==> config.mk <==
export PLATFORM = sky130hd
export DESIGN_NAME = ahb_sram_if_flat
export DESIGN_NICKNAME = d
export VERILOG_FILES = /design/src/rtl/ahb_sram_if_if.sv /design/src/rtl/ahb_sram_if.sv /design/src/flat_wrapper.sv
export SDC_FILE = /design/constraint.sdc
export NUM_CORES = 1
export LEC_CHECK = 0
export ABC_AREA = 1
export CORE_UTILIZATION = 27
export DETAILED_ROUTE_END_ITERATION = 8
export PLACE_DENSITY = 0.92
export SETUP_SLACK_MARGIN = 0.5
export SYNTH_ARGS = -nofsm -noshare
export SYNTH_HDL_FRONTEND = slang
export SYNTH_SLANG_ARGS = --single-unit
==> constraint.sdc <==
create_clock -name clk -period 1.9 [get_ports clk]
set_clock_uncertainty 0.2 [all_clocks]
set_input_delay 0.475 -clock clk [delete_from_list [all_inputs] [get_ports clk]]
set_output_delay 0.475 -clock clk [all_outputs]
set_load 0.1 [all_outputs]
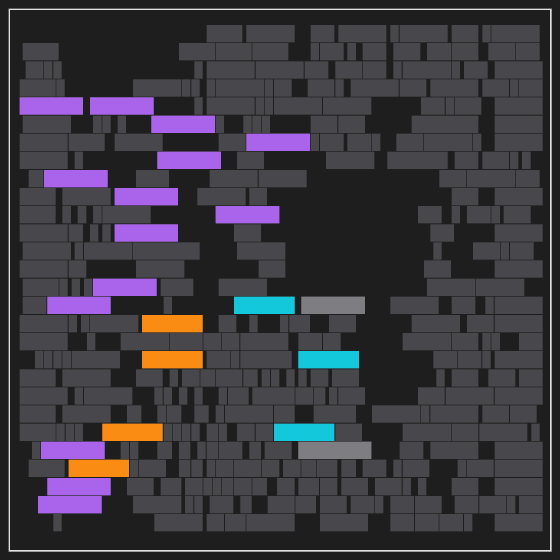
run_1/ff_map.png
Other sequential cells in the stronger gray, the rest of the logic in the fainter gray.
- u_core.state_reg: cyan (placed flops 3)
- u_core.lane_reg: orange (placed flops 4)
- u_core.sram_writeaddr: purple (placed flops 14)
Sequential Area: 599 µm²
final core occ: 0.704

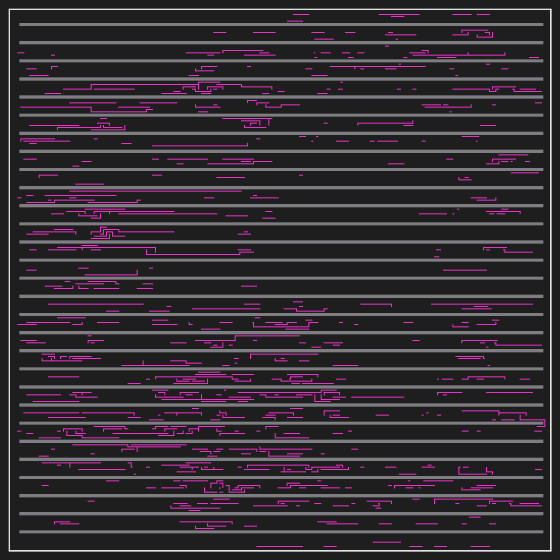
run_1/m1.png
Supply wires on this layer in gray.
- nets with wire on the layer: 341
- main direction: horizontal
- longest straight run: 25.8 µm
- wire length on this layer: 1630 µm
final WL: 5610 µm
DR vias: 1837

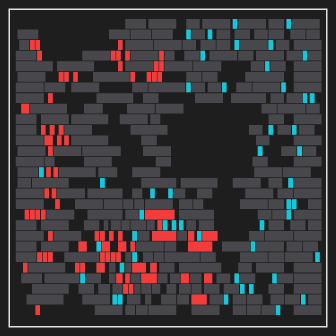
run_1/gates.png
- inv cells: cyan (cells 48; most used inv_1)
- nand cells: red (cells 73; most used nand2_1)
fin cells: 434
logic share of the area: 0.216
most numerous logic cell after layout: buf_12

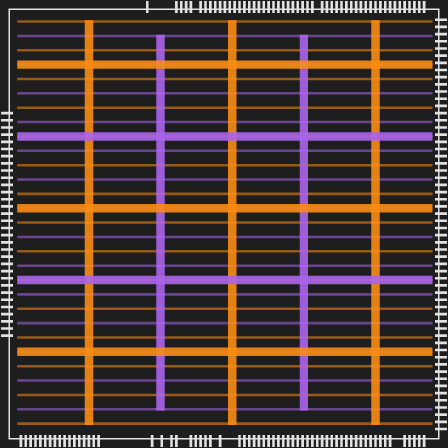
run_1/floorplan.png
Pins as bars on the die edge.
- VSS: orange
- VDD: purple
- signal pins: 205
- met1 rails: 29
overall die width: 81.1 µm
Core ar.: 5990 µm²

==> results.ini, run 1 <==
[power]
internal_power_mw=1.29
p_comb_mw=1.50
powerDensity_nw_per_um2=580
seqPwrFrac=0.262
power_frac_clock=0.124
p_comb_frac=0.614
switching_share=0.471
p_leak_nw=1.94

[placement]
post-place-cells=410
dp_hpwl_um=4430
place_congestion=0.853
place_area_um2=3810
place_ws_ns=-0.507
port_buffers=123

[synthesis]
ys_cells=247
edf_count=0
ys_sh_adder=0
flop_cell=dfrtp_1
ys_seq_frac=0.342
synthArstFlopShare=1.00
syn_area_um2=1690
yosys_warnings=0
xor_share=0
synthAoiAreaFrac=0.0230
syn_inst=247
yosysChipArea_um2=1690
ys_sh_mux=0
avgSynthCellArea_um2=6.83
ys_top_cells_by_count=nand2_1, inv_1, buf_4, nor2_1, dfrtp_1

[setup_path]
slowest_delay_ns=0.42
cp.required_ns=1.22
worst-path-buf-inv=2
path_max_fanout=5
arrival_ns=1.43
critical-path-top-delay-family=flip-flops
worstPathCellList=nor2_4 -> nand2_4 -> clkbuf_16 -> nor2_4 -> buf_12
worstSetupPathType=reg -> out
ff2ff_setup_slack_ns=-0.03

[finish]
largest_reg_flops=14
dominant_cells=non-clock buffers
buffer_area_frac=0.566
final.fill_count=390
layout-drive-gt1-share=0.563
clock_cell_area_share=0.0107
logic_area_um2=912
seq_cells=23
clock_buffer_count=4
buffers=159
area_growth_pct=150

[routing]
met3_length_um=596
drc=0
top_layer_used=met4

[cts]
htreeDepth=1
cts_resized=128
clock_path_buffers=2
path_clk_slew_ns=0.08
cts_tree=built
insertion_delay_ns=0.26

[die]
ios=205
fp_util=0.282
rows=28

[global_route]
grt_usage=0.172
grt_max_degree=24
grt.met1_usage=0.153
use_met2=0.351
grt_pass1_wl_um=8690
antenna_found_initial=0

[sta]
setup_viol=51
timing.hold.ws_ns=0.208
fin_crit_ns=2.10
timing.setup.tns_ns=-6.54
slew_headroom=0.800
fin_ws_ns=-0.202

[run_status]
violations=negative setup slack
status=complete, but fails checks

==> inputs of run 2 (changes only) <==
- TNS_END_PERCENT: unset -> 20
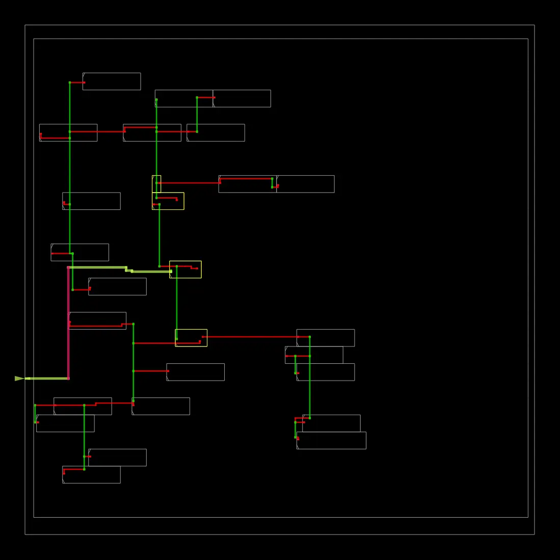
run_2/clock_nets.png
clk pwr: 0.304 mW
CLK BUF: 4
TritonCTS Buffers: 3
Flop Count: 23

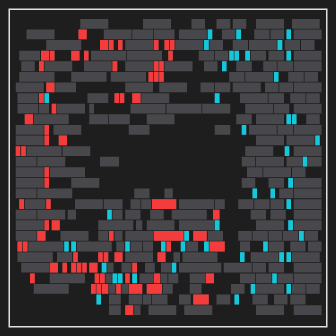
run_2/gates.png
- nand cells: red (cells 73; most used nand2_1)
- inv cells: cyan (cells 48; most used inv_1)
fin cells: 416
logic share of the area: 0.230

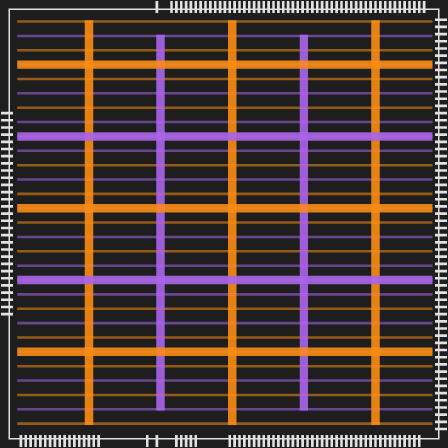
run_2/floorplan.png
Pins as bars on the die edge.
Max rail drop VDD: 0.000533 V
die height: 81.1 µm

==> run 2 against run 1 <==
Net effect: via count shrank 1.2%; sequential share of layout area grew 0.49 points; utilization shrank 4.5 points; die size is the same; wire length grew 1.4%; non-clock buffer count shrank 18; sequential cell count is the same; hold slack lost 0.0045 ns; the flow still finishes with violations (negative setup slack); sequential power shrank 0.6%.
==> results.ini, run 2 <==
[run_status]
status=complete, but fails checks
violations=negative setup slack

[die]
ios=205
rows=28
fp_util=0.282
core_area_um2=5990
die_x_um=81.1

[cts]
path_clk_slew_ns=0.08
insertion_delay_ns=0.26
cts_tree=built
cts.sinks=23
htreeDepth=1
root_buffer=clkbuf_8
cts_resized=120
clock_path_buffers=2

[synthesis]
syn_area_um2=1690
synthAoiAreaFrac=0.0230
edf_count=0
syn_inst=247
ys_sh_adder=0
synthArstFlopShare=1.00
ys_seq_frac=0.342
avgSynthCellArea_um2=6.83
ys_top_cells_by_count=nand2_1, inv_1, buf_4, nor2_1, dfrtp_1
syn_nets=353
ys_sh_mux=0
xor_share=0
ys_cells=247
flop_cell=dfrtp_1
yosys_warnings=0
yosysChipArea_um2=1690
synth_cell_types=19

[sta]
finalClockPeriodUsage=1.11
setup_viol=37
timing.hold.ws_ns=0.204
timing.setup.tns_ns=-5.61
fin_crit_ns=2.10
slew_headroom=0.727
rsz0062_at_grt=true
hold_viol_final=0
fin_ws_ns=-0.200

[finish]
logic_area_um2=907
dominant_cells=non-clock buffers
largest_reg_flops=14
layout-drive-gt1-share=0.510
seqCellArea_um2=581
finish.utilization=0.659
final.fill_count=422
buffers=141
buffer_area_frac=0.542
layout_top_cell=buf_12
comb_cells=125
clock_cell_area_share=0.0114
area_growth_pct=134

[routing]
top_layer_used=met4
drc=0
met3_length_um=677
vias=1815
first_iter_violations=38
dr.pass1.iters=4
wl_um=5680

[setup_path]
worstPathCellList=clkdlybuf4s15_1 -> nor2_4 -> nand3_2 -> nand2_4 -> nand2_2 -> nor2_4 -> buf_12
critical-path-top-delay-family=simple AND/OR/NAND/NOR gates
cp-end-kind=output port
worstSetupPathType=in -> out
worst-path-buf-inv=2
arrival_ns=1.43
ff2ff_setup_slack_ns=0.08
path_max_fanout=3
slowest_delay_ns=0.25
cp.required_ns=1.22

[power]
p_comb_mw=1.48
powerDensity_nw_per_um2=612
power_frac_clock=0.126
switching_share=0.478
p_comb_frac=0.611
internal_power_mw=1.26
p_leak_nw=1.83
seqPwrFrac=0.263

[global_route]
grt_usage=0.172
grt_max_degree=24
grt_pass1_wl_um=8670
grt.met1_usage=0.146
antenna_found_initial=0
use_met2=0.358

[placement]
place_area_um2=3720
place_congestion=0.855
dp_hpwl_um=4630
post-place-cells=407
place_ws_ns=-0.509

Power and IR drop assume default switching activity.
